### Pin placement

Scale: 4 px per um. Pins as bars across the die edge, other pins in gray.
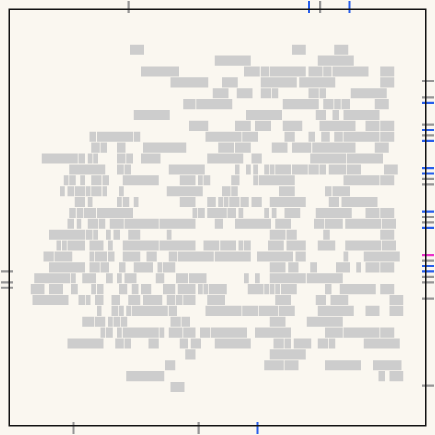
### Gate families picked out

Scale: 4 px per um.
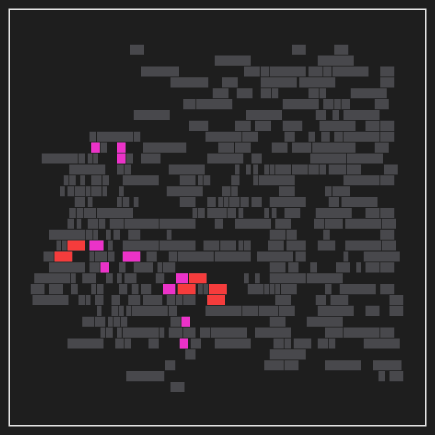
==> config.mk <==
export PLATFORM = sky130hd
export DESIGN_NAME = gamepad_reader
export DESIGN_NICKNAME = d
export VERILOG_FILES = /design/src/rtl/common.sv /design/src/rtl/sync2.sv /design/src/rtl/gamepad_reader.sv
export SDC_FILE = /design/constraint.sdc
export NUM_CORES = 1
export LEC_CHECK = 0
export ABC_CLOCK_PERIOD_IN_PS = 2700
export CAP_MARGIN = 30
export CORE_MARGIN = 5
export CORE_UTILIZATION = 35
export DETAILED_ROUTE_END_ITERATION = 10
export SETUP_SLACK_MARGIN = 0.02
export SKIP_CTS_REPAIR_TIMING = 1
export SLEW_MARGIN = 20
export SYNTH_ARGS = -nofsm -noshare
export SYNTH_HDL_FRONTEND = slang
export SYNTH_SLANG_ARGS = --single-unit
==> constraint.sdc <==
create_clock -name clk -period 2.7 [get_ports clk]
set_clock_uncertainty 0.15 [all_clocks]
set_input_delay 0.27 -clock clk [delete_from_list [all_inputs] [get_ports clk]]
set_output_delay 0.27 -clock clk [all_outputs]
set_load 0.02 [all_outputs]
==> results.tsv <==
stage	metric	value	unit
floorplanning	Die ar.	10800	sq um
placed_design	RePlAce Congestion	0.778	
finish	Design Area, Final	3750	sq um
final_timing	Final Cycle Share	90.5	%
worst_hold_path	Hold Path Class	in2reg	
power_and_ir_drop	sequential power	0.00113	W
floorplanning	Rows	34	
final_timing	TNS Setup	0	ps
power_and_ir_drop	static leakage	1.63	nW
flow_run	Max Cap Violations	0	
global_route	met3 global-route usage	4.48	%
placed_design	Post-Place Setup Slack	253	ps
logic_synthesis	Synth Area in Simple Gates	18.9	%
global_route	first-pass GRT wire length	11.6	mm
worst_setup_path	slowest cell delay on critical path	470	ps
drt	met1 WL	3.05	mm
logic_synthesis	XOR Share, Synth	0.285	%
power_and_ir_drop	internal power	0.00173	W
final_timing	Hold WS	196	ps
worst_hold_path	Cells on Worst Hold Path	1	
finish	Synth-to-Final Area Change	22.0	%
drt	vias per cell	5.38	
final_timing	Slew headroom	43.8	%
worst_setup_path	Worst R2R Setup Slack	260	ps
power_and_ir_drop	pwr dens	646	nW/um^2
logic_synthesis	YS warnings	0	
power_and_ir_drop	NetSw	0.000699	W
finish	Antenna diodes	0	
logic_synthesis	area leader, netlist	dfrtp_1	
outcome	status	finished clean	
power_and_ir_drop	Logic pwr share	15.0	%
drt	via count	2333	
finish	max reg flops	16	
clock_network	Reg clk slew, reported paths	70	ps
logic_synthesis	Avg Cell Area, Syn	10.8	sq um
worst_setup_path	Worst path depth	6	
global_route	grt peak-use layer	met2	
global_route	initial antenna violation count	0	
drt	DRT Pass-1 Iters	4	
final_timing	Tmin final	2440	ps
final_timing	Tightest Pin Transition	838	ps
logic_synthesis	synthesized area	3080	sq um
final_timing	Hold Fails Final Rpt	0	
final_timing	worst setup slack after layout	256	ps
logic_synthesis	Top FF cell, synth	dfrtp_1	
logic_synthesis	yosys cell count	285	
logic_synthesis	mux frac, synth	10.9	%
global_route	vias in the first global route	2288	
worst_setup_path	crit end category	flip-flop	
final_timing	RSZ-0062 raised after global routing	false	
drt	detailed-routed wire length on met3	418	um
worst_setup_path	Critical Path Start Type	flip-flop	
finish	share of layout cells above drive strength 1	20.2	%
finish	Fill cells	828	
final_timing	Slew Viols, Final	0	
power_and_ir_drop	Clock power frac	38.3	%
final_timing	fmax	0.409	GHz
finish	Register Area	1580	sq um
clock_network	root buffer cell	clkbuf_8	
worst_setup_path	Crit path arrival time	2510	ps
worst_setup_path	critical path class	reg2reg	
power_and_ir_drop	Flop pwr share	46.7	%
placed_design	Post-DP HPWL	4.40	mm
worst_setup_path	slowest cell on the critical path	nand4_1	
logic_synthesis	Syn Nets	295	
power_and_ir_drop	Top pwr grp	sequential cells	
logic_synthesis	most frequent cell after synthesis	dfrtp_1	
worst_setup_path	crit path max fanout	11	
logic_synthesis	top cells by count	dfrtp_1 (60), mux2_2 (28), nand2_1 (28)	
logic_synthesis	post-synthesis compound-gate area fraction	12.2	%
power_and_ir_drop	Power Clock	0.000929	W
clock_network	Late-Pin Clk Latency	340	ps
global_route	GR Layer Usage met2	19.3	%
global_route	met1 global-route usage	17.3	%
clock_network	H-tree depth	3	
power_and_ir_drop	maximum vdd drop	0.000342	V
worst_setup_path	CP cell instances	inv_1 > ha_1 > and4bb_1 > nand4_1 > buf_4 > mux2_2	
clock_network	CTS tree	yes	
drt	max layer used	met4	
placed_design	number of instances in the placed design	417	
global_route	Total GRT Usage	12.9	%
floorplanning	fp util	35.6	%
drt	Detail Route Antenna Nets	0	
clock_network	Inserted Clock Buffers	9	
placed_design	Post-DP Area	3510	sq um
flow_run	Tool Warnings	30	
logic_synthesis	Synth Seq Share	51.3	%
global_route	GRT overflow	0	
logic_synthesis	adder share	2.44	%
drt	met2 WL	2.99	mm
logic_synthesis	Max-area cell share	48.8	%
finish	comb. cell area	1380	sq um
power_and_ir_drop	Net Sw Frac	28.8	%
power_and_ir_drop	Comb. pwr	0.000364	W
drt	DRT Wirelength	6.53	mm
global_route	largest net degree at the start of global routing	64	
logic_synthesis	Post-synth ARST share	100	%
floorplanning	IO Pins	33	
drt	WL/cell	15.1	um
logic_synthesis	EDFF count, synth	0	
worst_setup_path	CP required	2770	ps
finish	Layout Nets	331	
worst_setup_path	crit-path leading delay family	simple AND/OR/NAND/NOR gates	
logic_synthesis	synthesized flop and latch total	63	
clock_network	Max Buffers Root-to-Sink	2	
worst_setup_path	r2r worst-path depth	6	
logic_synthesis	yosys stat area	3080	sq um
final_timing	Setup-failing EPs final	0	
worst_setup_path	CP bufs+invs	2	
power_and_ir_drop	Design Power	0.00243	W
floorplanning	core area	8640	sq um
finish	Final Util	43.5	%
drt	1st-iter DRT viols	96	
logic_synthesis	Top logic family	simple AND/OR/NAND/NOR gates	
logic_synthesis	Syn Inst Count	285	
drt	DRC viols	0	
logic_synthesis	distinct lib cells	44	
logic_synthesis	Post-synth area hogs	dfrtp_1 (49%), mux2_2 (10%), nand2_1 (3.4%)	
clock_network	CTS sink cnt	63	
Back to the opening pictures, 'Pin placement':
[magenta] o_present | pins: 1 | direction: output | edge: east
[blue] o_buttons | pins: 12 | direction: output | edge: 9 east, 2 north, 1 south
Die Wd: 104 um
PortBufs: 32
Die H: 104 um

Back to the opening pictures, 'Gate families picked out':
[red] fa/ha/maj cells | cells: 6 | most used: ha_1
[magenta] and/or cells | cells: 10 | most used: and3_1
Top cell excl fill/tap: dfrtp_1
logic share of the area: 36.7%
final std cells w/o fill: 434

## layout make-up
cell class / instances / share of cell area [%]
Clock inverter: 6 / 2.50
Inverter: 9 / 0.900
Tap cell: 108 / 3.60
Timing Repair Buffer: 41 / 10.6
Sequential cell: 63 / 42.1
Multi-Input combinational cell: 197 / 36.7
Clock buffer: 10 / 3.67
## cells in the final DEF, fill, tap and decap left out, types with 5 or more instances in the layout
cell             synthesis  final
nor2_1                  17     17
nor4_1                   6      6
nand4_1                  5      5
o31ai_1                 14     14
nor3_1                  10     10
mux2_2                  28     28
inv_1                    9      9
clkbuf_8                 0     10
o211ai_1                 6      6
ha_1                     6      6
nor4_2                   7      7
nand3_1                  8      8
nand2_1                 28     28
dfrtp_1                 60     60
o21ai_0                 18     18
clkdlybuf4s50_1          0     31
a21oi_1                  9      9
buf_4                    0      7
No activity file was given, so power comes from the tool's default toggle rates.
